run_1/final_clocks.png
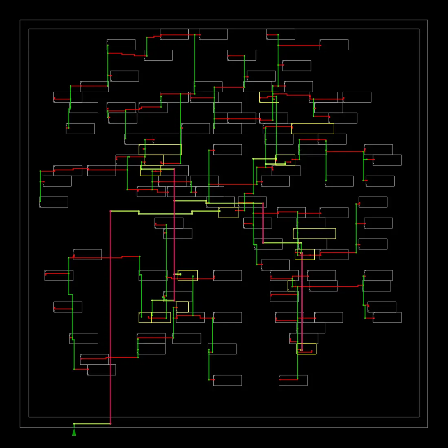
run_1/density.png
Scale: 4 px per µm. The die is cut into 11 by 11 equal tiles; white is low, dark blue is high, 0 to 100% covered.
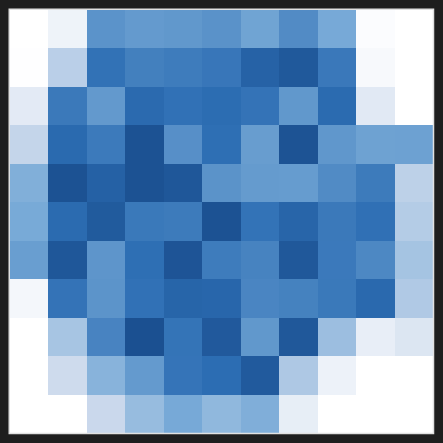
run_1/pdn.png
Scale: 4 px per µm. Pins as bars on the die edge. Tap cells in gray.
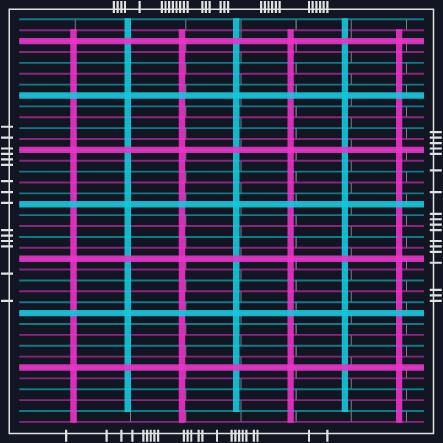
--- config.mk ---
export PLATFORM = sky130hd
export DESIGN_NAME = fetch_unit
export DESIGN_NICKNAME = d
export VERILOG_FILES = /design/src/rtl/fetch_unit.sv
export SDC_FILE = /design/constraint.sdc
export NUM_CORES = 1
export LEC_CHECK = 0
export CAP_MARGIN = 15
export CORE_MARGIN = 2
export CORE_UTILIZATION = 46
export DETAILED_ROUTE_END_ITERATION = 8
export GPL_ROUTABILITY_DRIVEN = 0
export PLACE_DENSITY = 0.78
export SYNTH_ARGS = -nofsm -noshare
export SYNTH_HDL_FRONTEND = slang
export SYNTH_SLANG_ARGS = --single-unit
--- constraint.sdc ---
create_clock -name clk -period 3.3 [get_ports clk]
set_clock_uncertainty 0.05 [all_clocks]
set_input_delay 0.66 -clock clk [delete_from_list [all_inputs] [get_ports clk]]
set_output_delay 0.66 -clock clk [all_outputs]
set_load 0.05 [all_outputs]
--- src/rtl/fetch_unit.sv ---
`default_nettype none
// ============================================================================
// Module      : fetch_unit
// Description : Single-outstanding instruction fetch with a one-entry skid
//               buffer, branch redirect squash and halt detection.
// Revision    : 1.0 - initial release
// ============================================================================
module fetch_unit #(
    parameter logic [15:0] RESET_PC   = 16'h0000,
    parameter logic [3:0]  HLT_OPCODE = 4'hF
) (
    input  logic        clk,
    input  logic        rst,
    input  logic        branch_taken,
    input  logic [15:0] branch_pc,
    input  logic        stall,
    output logic        imem_req,
    output logic [15:0] imem_addr,
    input  logic        imem_ready,
    input  logic [15:0] imem_data,
    output logic [15:0] instr_out,
    output logic [15:0] pc_out,
    output logic        instr_valid,
    output logic        halted
);

    localparam logic [1:0] c_st_fetch  = 2'd0;
    localparam logic [1:0] c_st_squash = 2'd1;
    localparam logic [1:0] c_st_full   = 2'd2;
    localparam logic [1:0] c_st_halt   = 2'd3;

    logic [1:0]  state_q,    state_d;
    logic [15:0] pc_q,       pc_d;
    logic [15:0] req_addr_q, req_addr_d;
    logic [15:0] skid_q,     skid_d;
    logic [15:0] skid_pc_q,  skid_pc_d;
    logic [15:0] instr_q,    instr_d;
    logic [15:0] pc_out_q,   pc_out_d;
    logic        valid_q,    valid_d;

    logic w_redirect;
    logic w_data_halt;
    logic w_skid_halt;

    assign w_redirect  = branch_taken & ~stall;
    assign w_data_halt = (imem_data[15:12] == HLT_OPCODE);
    assign w_skid_halt = (skid_q[15:12] == HLT_OPCODE);

    always_ff @(posedge clk) begin
        if (rst) begin
            state_q    <= c_st_fetch;
            pc_q       <= RESET_PC;
            req_addr_q <= RESET_PC;
            skid_q     <= 16'h0000;
            skid_pc_q  <= 16'h0000;
            instr_q    <= 16'h0000;
            pc_out_q   <= 16'h0000;
            valid_q    <= 1'b0;
        end else begin
            state_q    <= state_d;
            pc_q       <= pc_d;
            req_addr_q <= req_addr_d;
            skid_q     <= skid_d;
            skid_pc_q  <= skid_pc_d;
            instr_q    <= instr_d;
            pc_out_q   <= pc_out_d;
            valid_q    <= valid_d;
        end
    end

    always_comb begin
        state_d   = state_q;
        pc_d      = pc_q;
        skid_d    = skid_q;
        skid_pc_d = skid_pc_q;
        instr_d   = instr_q;
        pc_out_d  = pc_out_q;
        valid_d   = valid_q;

        case (state_q)
            c_st_fetch: begin
                // Redirect wins over capture, so a halt word arriving with it is dropped
                if (w_redirect) begin
                    pc_d    = branch_pc;
                    valid_d = 1'b0;
                    state_d = imem_ready ? c_st_fetch : c_st_squash;
                end else if (imem_ready) begin
                    pc_d = req_addr_q + 16'd2;
                    if (stall) begin
                        skid_d    = imem_data;
                        skid_pc_d = req_addr_q;
                        state_d   = c_st_full;
                    end else begin
                        instr_d  = imem_data;
                        pc_out_d = req_addr_q;
                        valid_d  = 1'b1;
                        state_d  = w_data_halt ? c_st_halt : c_st_fetch;
                    end
                end else if (!stall) begin
                    valid_d = 1'b0;
                end
            end
            c_st_squash: begin
                valid_d = 1'b0;
                if (w_redirect) begin
                    pc_d = branch_pc;
                end
                if (imem_ready) begin
                    state_d = c_st_fetch;
                end
            end
            c_st_full: begin
                if (w_redirect) begin
                    pc_d    = branch_pc;
                    valid_d = 1'b0;
                    state_d = c_st_fetch;
                end else if (!stall) begin
                    instr_d  = skid_q;
                    pc_out_d = skid_pc_q;
                    valid_d  = 1'b1;
                    state_d  = w_skid_halt ? c_st_halt : c_st_fetch;
                end
            end
            default: begin
                if (!stall) begin
                    valid_d = 1'b0;
                end
            end
        endcase
    end

    // A fresh request is launched at pc whenever the next state is FETCH
    always_comb begin
        req_addr_d = (state_d == c_st_fetch) ? pc_d : req_addr_q;
    end

    always_comb begin
        imem_req    = (state_q == c_st_fetch) || (state_q == c_st_squash);
        imem_addr   = req_addr_q;
        halted      = (state_q == c_st_halt);
        instr_out   = instr_q;
        pc_out      = pc_out_q;
        instr_valid = valid_q;
    end

endmodule
`default_nettype wire

==> changes_impl.md, run 1 <==
### Metrics

- Met1 wire length: around 5500 µm
- Max_slew headroom: a little over three fifths
- Synth Instances: approximately 570
- CTS Sinks: between 90 and 100
- Status: finished, final reports clean
- Top-level I/O count: between 80 and 90
- Setup crit start: state_q[0]
- Port Buf Inserts: between 80 and 90
- Dpl cells: about 770
- ANT cells: 0
- Prevailing post-synth register cell: dfxtp_1
- Max Cap Viol: 0
- Top cells by count: 99 x dfxtp_1, 80 x nand2_1, 57 x nor2_1, 54 x a21oi_1, 35 x a211oi_1
- Clk pin slew, worst setup/hold paths: approximately 0.090 ns
- Top cell excl fill/tap: dfxtp_1
- Crit path capture type: primary output
- YS chip area: between 4000 and 5000 µm²
- Resize count post-CTS: 0
- GRT Resource Usage Total: around a quarter
- Synth flops: ~99
- DRT Pass-1 Iters: 5
- Xor+xnor area frac: 1.29%
- Critical path's top delay family: buffers and inverters
- Worst flop-to-flop path endpoint: imem_addr[15]
- Tap Cells: approximately 140
- Clock buffer depth: 2
- Hold Path Sink: skid_pc_q[5]
- Root Driver: clkbuf_8
- Drc violations: 0
- DIE AREA: 11200 µm²
- Worst Path Max Fanout: 6
- Comb/total area: approximately 42%
- Number of H-tree levels: 3
- Worst r2r src: state_q[0]
- Count of cell types in the netlist: approximately 59
- Flop share of the area: around a third
- Highest routed metal layer: met4
- WHS Path Cells: 2
- P per Cell Area: 505 nW/µm²
- Hold buffer count at cts: 0
- Post-CTS setup buffer count: 0
- Top logic family: AND-OR/OR-AND gates
- GRT overflow: 0
- DRT iter0 DRCs: ~520
- # nets final: about 690
- Flop count: between 90 and 100
- Number of OpenROAD warnings: 29
- Reg2Reg Setup Slack: between 0.5 and 0.6 ns
- Comb group: ~0.75 mW
- Met1 usage: approximately 30%
- CP Cell Sequence: inv_1 > ha_1 > or2_2 > clkdlybuf4s50_1
- Area share, top type: 41.7%
- Clock network power: between 0.9 and 1 mW
- Placed inst area: between 5000 and 6000 µm²
- CP bufs+invs: 2
- Combinational gate area: roughly 2500 µm²
- Combinational share of power: 24.7%
- Detailed placer's ending HPWL: between 8000 and 9000 µm
- Slew Limit Fails: 0
- Cell area leaders: dfxtp_1 42%, mux2i_1 6.9%, nand2_1 6.3%
- Period minus WS final: slightly below 3 ns
- Crit path required time: approximately 2.6 ns
## Picture notes: final_clocks.png
clkbuf count: 9
total CTS buffers: 9

## Picture notes: density.png
tiles over 75% full = 22%
nearly empty tiles = 12%
mean over tiles = 52%
emptiest ninth of the die = bottom right
fullest tile = 87%
Pre-Place Util: 46.7%
final core utilization: 58.9%
core box area: 10200 µm²

## Picture notes: pdn.png
VDD -> cyan
VSS -> magenta
rows = 37
met5 straps = 7
met1 rails = 38
signal pins = 88
met4 straps = 7
Peak supply drop: 0.000268 V
DIE WIDTH: 106 µm
Die Y: 106 µm

## Run 2: what changed since run 1
ABC_CLOCK_PERIOD_IN_PS = 3300   (was not set)
run_2/met4.png
Scale: 6 px per µm. Supply wires on this layer in gray.
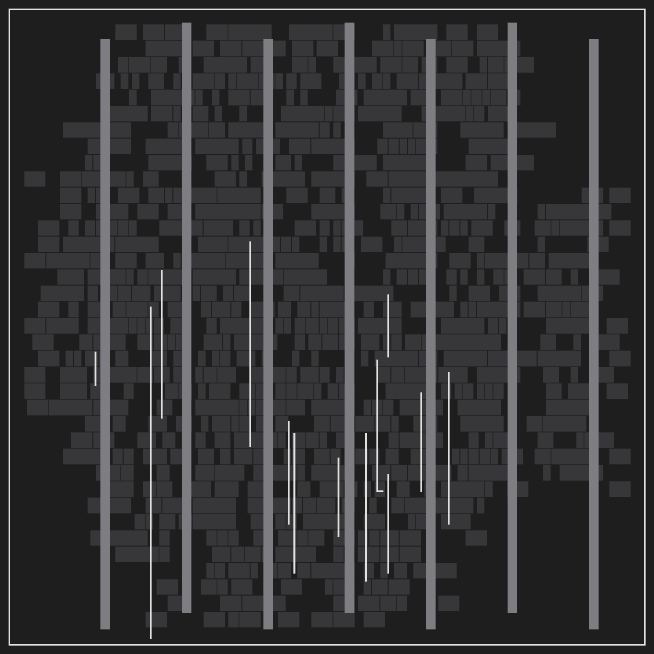
main direction = vertical
longest straight run = 55.1 µm
drt total wl: 12900 µm
via count: 4539

==> run 2 against run 1 <==
  * Register-to-register slack hardly changed
  * Utilization unchanged
  * First-iteration DRC count stayed put
  * Largest cell class unchanged
  * Critical path depth stayed put
  * Final area unchanged
  * Die area stayed put
  * Combinational power barely moved
  * Clock power barely moved
  * Via count did not move
  * Synthesized area unchanged
  * Highest routed layer unchanged
  * Setup slack is the same
==> changes_impl.md, run 2 <==
### Metrics

- Clock buffer depth: 2
- Flip-flops with a built-in enable: 0
- Top cell excl fill/tap: dfxtp_1
- DIE AREA: about 11000 µm²
- Port Buf Inserts: 87
- Cell area leaders: dfxtp_1 42%, mux2i_1 6.9%, nand2_1 6.3%
- DIE WIDTH: roughly 110 µm
- Crit path capture type: primary output
- Fmax: ~340 MHz
- Combinational share of power: between 20% and 30%
- Tightest Pin Transition: roughly 0.56 ns
- Hold Path Sink: skid_pc_q[5]
- Post-CTS setup buffer count: 0
- Post-synth net total: 615
- DRT Pass-1 Iters: 5
- P per Cell Area: 505 nW/µm²
- Largest cell class: logic gates
- Leakage power total: 2.07 nW
- Critical path depth: 4
- Area Growth Syn to Fin: 26.2%
- Critical path's top delay family: buffers and inverters
- Number of H-tree levels: 3
- Combinational gate area: between 2000 and 3000 µm²
- Dpl cells: about 770
- Hold buffer count at cts: 0
- Die Y: approximately 110 µm
- Non-clk bufs: approximately 110
- Clk pin slew, worst setup/hold paths: 0.09 ns
- Reg2Reg Setup Slack: 0.57 ns
- Max Cap Viol: 0
- GRT Resource Usage Total: a little under a quarter
- Worst-Skew Late Latency: about 0.37 ns
- Max_slew headroom: 62.7%
- Comb/total area: 42.4%
- Worst flop-to-flop path endpoint: imem_addr[15]
- CP Cell Sequence: inv_1 > ha_1 > or2_2 > clkdlybuf4s50_1
- NonClk Buf Share: between 10% and 20%
- Vias in the first global route: between 4k and 5k
- Design Area, Final: about 6000 µm²
- Root Driver: clkbuf_8
- # nets final: 685
- Yosys warning tally: 0
- Power Sequential: between 1 and 1.5 mW
- Flop share of the area: 33.0%
- YS chip area: roughly 4800 µm²
- CTS tree: done
- Peak supply drop: between 0.0002 and 0.0003 V
- Clock network power: about 0.93 mW
- Total CTS buffers: 9
- CP bufs+invs: 2
- Tap Cells: approximately 140
- Final core utilization: about three fifths
- Met1 usage: between 30 and 40%
- Placed inst area: 5770 µm²
- Worst Path Max Fanout: 6
- Number of OpenROAD warnings: 29
- Comb group: around 0.75 mW
- Detailed placer's ending HPWL: around 9000 µm
- Highest routed metal layer: met4
- Met1 wire length: between 5000 and 6000 µm
- Core box area: ~10000 µm²
- Slowest cell on crit path: clkdlybuf4s50_1
- Slew Limit Fails: 0
- Drc violations: 0
- Met2 routed WL: around 6400 µm
- Setup crit start: state_q[0]
- Xor+xnor area frac: 1.29%
- Storage element area: about 2000 µm²
- Top logic family: AND-OR/OR-AND gates
- Resize count post-CTS: 0
- Synth Instances: about 570
- Internal power: about 2.1 mW
- Top-level I/O count: ~90
- GRT overflow: 0
- Top cells by count: 99 x dfxtp_1, 80 x nand2_1, 57 x nor2_1, 54 x a21oi_1, 35 x a211oi_1
- Worst r2r src: state_q[0]
- Synthesized area: between 4000 and 5000 µm²
- Synth flops: 99
- ANT cells: 0
- Clkbuf count: 9
- DRT iter0 DRCs: about 520
- Area share, top type: between 40% and 50%
- Count of cell types in the netlist: between 50 and 60
- Crit path required time: about 2.6 ns
- Period minus WS final: 2.96 ns
- Fin Hold WS: between 0.4 and 0.5 ns
- Prevailing post-synth register cell: dfxtp_1
- WHS Path Cells: 2
- Part of the cycle the worst path needs: 89.8%
- Status: finished, final reports clean
- Pre-Place Util: a little under half
- Worst r2r path cells: 7
- Inverter count: 11
run_2/final_clocks.png
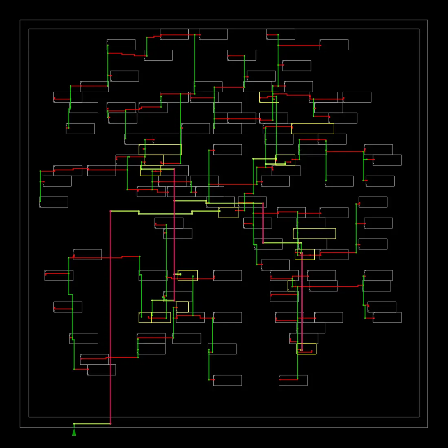
flop count: 99
CTS Sinks: 99

## Run 3: what changed since run 2
SETUP_SLACK_MARGIN = 0.1   (was not set)
run_3/met4.png
Scale: 6 px per µm. Supply wires on this layer in gray.
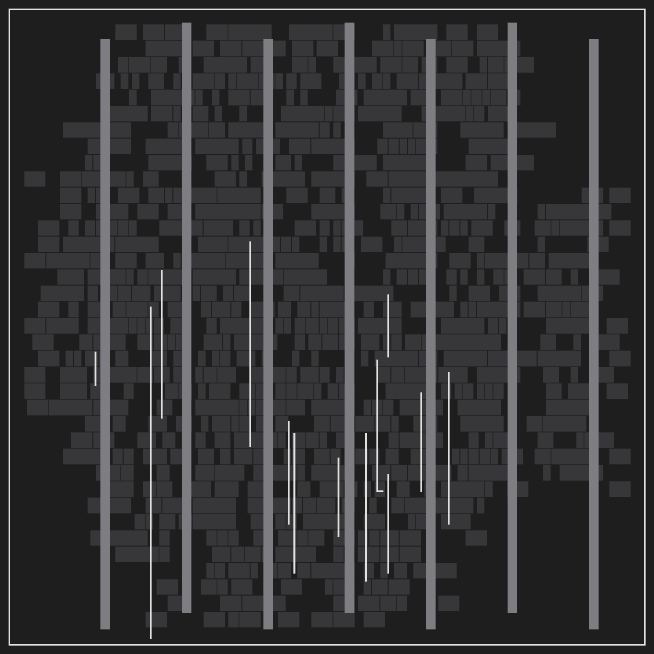
share of all routed wire = 2.2%
wire length on this layer = 287 µm

==> run 3 against run 2 <==
  * Sequential share of layout area unchanged
  * Global-route usage unchanged
  * Highest routed layer unchanged
  * Largest power group unchanged
  * Synthesized area stayed put
  * Clock-buffer cell count did not move
==> changes_impl.md, run 3 <==
### Metrics

- Crit path capture type: primary output
- Max_slew headroom: a little over three fifths
- Synth flops: 99
- Dpl cells: 768
- CTS tree: done
- DRT iter0 DRCs: ~520
- Part of the cycle the worst path needs: between 80 and 90%
- Yosys warning tally: 0
- Reg2Reg Setup Slack: approximately 0.57 ns
- Top cells by count: 99 x dfxtp_1, 80 x nand2_1, 57 x nor2_1, 54 x a21oi_1, 35 x a211oi_1
- Storage element area: just under 2000 µm²
- Detailed placer's ending HPWL: between 8000 and 9000 µm
- CP Cell Sequence: inv_1 > ha_1 > or2_2 > clkdlybuf4s50_1
- Highest routed metal layer: met4
- CTS Sinks: ~99
- #MultiIn Comb: around 420
- Top power group: registers
- CP bufs+invs: 2
- Via count: roughly 4.5k
- Pre-Place Util: a little under half
- Area Growth Syn to Fin: 26.2%
- Prevailing post-synth register cell: dfxtp_1
- Design Area, Final: roughly 6000 µm²
- WHS Path Cells: 2
- Synth area leader: dfxtp_1
- Internal power: just over 2 mW
- Flop count: just under 100
- Flop pwr share: 44.8%
- Met2 Usage GRT: just under 40%
- Flop share of the area: between 30% and 40%
- Synth Seq Share: between 40% and 50%
- Clock buffer depth: 2
- Hold buffer count at cts: 0
- Vias in the first global route: ~4.3k
- DIE AREA: 11200 µm²
- Clock-cell share of area: under 10%
- Worst r2r path cells: 7
- Setup crit start: state_q[0]
- Final worst setup slack: ~0.34 ns
- Combinational share of power: between 20% and 30%
- Combinational gate area: 2540 µm²
- Largest net degree at the start of global routing: around 65
- Post-synth net total: about 620
- Clk pin slew, worst setup/hold paths: 0.09 ns
- Adder-Cell Fraction of Synth Area: under 10%
- TNS Setup: 0 ns
- Clkbuf count: 9
- Share of layout cells above drive strength 1: ~8%
- Drt total wl: 12900 µm
- Vias per cell: between 5 and 6
- Drc violations: 0
- Final antenna-violating net count: 0
- MUX share of area: a little under a tenth
- Top-count cell post-synth: dfxtp_1
- ANT cells: 0
- Comb group: about 0.75 mW
- Max Cap Viol: 0
- Met1 usage: 30.9%
- GRT overflow: 0
- Power Sequential: 1.36 mW
- Synth Instances: ~570
- Sw Pwr: ~0.96 mW
- First-pass GRT wire length: approximately 21000 µm
- Top logic family: AND-OR/OR-AND gates
- Critical Path Source Type: flop
- DRT Pass-1 Iters: 5
- Crit path capture: imem_req
- Setup Viol. Count Final: 0
- Area share, top type: a little over two fifths
- Worst-Skew Late Latency: between 0.3 and 0.4 ns
- Die Y: 106 µm
- Worst flop-to-flop path endpoint: imem_addr[15]
- DIE WIDTH: 106 µm
- Clock share of power: 30.5%
- Core box area: around 10000 µm²
- Total CTS buffers: 9
- Largest cell class: logic gates
- Post-CTS setup buffer count: 0
- Switching share of power: between 30% and 40%
- Hold Path Sink: skid_pc_q[5]
- Tightest Pin Transition: around 0.56 ns
- Port Buf Inserts: roughly 87
- YS chip area: roughly 4800 µm²
- Worst r2r src: state_q[0]
- Fmax: between 300 and 400 MHz
- Slew Limit Fails: 0
- Clock network power: roughly 0.9 mW
- Hold path start: skid_pc_q[5]
- Total Power: 3.03 mW
- Fin Hold WS: 0.408 ns
- Critical path depth: 4
- Root Driver: clkbuf_8
- Busiest grt layer: met2
- NonClk Buf Share: between 10% and 20%
- Cell area leaders: dfxtp_1 42%, mux2i_1 6.9%, nand2_1 6.3%
- Initial antenna violation count: 0
- Non-clk bufs: roughly 110
- Simple-Gate Fraction of Synth Area: 18.8%
- Top cell excl fill/tap: dfxtp_1
- Final core utilization: 58.9%
- Tap Cells: 136
- Most common logic cells in the final layout: 99 x dfxtp_1, 86 x clkdlybuf4s50_1, 80 x nand2_1, 57 x nor2_1, 54 x a21oi_1
- Number of OpenROAD warnings: 29
- Final Hold Viols: 0
- Count of cell types in the netlist: between 50 and 60
- Number of H-tree levels: 3
- Met3 Resource Use GR: approximately 2.6%
- Crit path required time: 2.59 ns
- Period minus WS final: between 2 and 3 ns
- CP arrival: between 2 and 2.5 ns
- Met2 routed WL: roughly 6400 µm
- Comb/total area: about 42%
- Placed inst area: approximately 5800 µm²
- Mean Syn Cell Area: 8.30 µm²
- DP Worst Slack: between 0.3 and 0.4 ns
- Non-filler instance count after layout: 783
- P per Cell Area: between 500 and 600 nW/µm²
- Slowest stage delay, CP: ~0.71 ns
- Met1 wire length: 5490 µm
- Peak supply drop: about 0.00027 V
- Resize count post-CTS: 0
- Critical path's top delay family: buffers and inverters
- # nets final: between 600 and 700
- Flip-flops with a built-in enable: 0
- Top-level I/O count: 88
- RSZ-0062 raised after global routing: no
- Synthesized area: approximately 4800 µm²
- Inverter count: 11
- Worst Path Max Fanout: 6
- Xor+xnor area frac: under 10%
- Slowest cell on crit path: clkdlybuf4s50_1
- Leakage power total: slightly above 2 nW
- Status: finished, final reports clean
run_3/metal_stack.png
Scale: 4 px per µm.
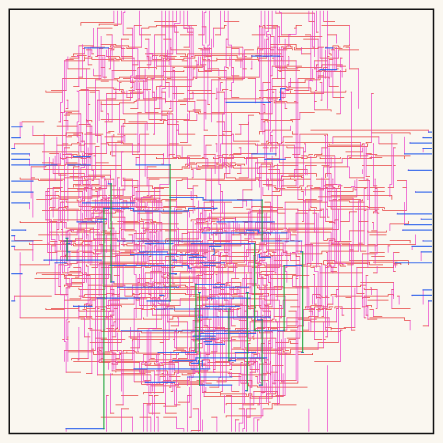
met1 -> red  # wire length 5490 µm
met3 -> blue  # wire length 738 µm
met4 -> green  # wire length 287 µm
met2 -> magenta  # wire length 6380 µm
GRT Resource Usage Total: 23.4%
drt wl/cell: 16.5 µm

No activity file was given, so power comes from the tool's default toggle rates.
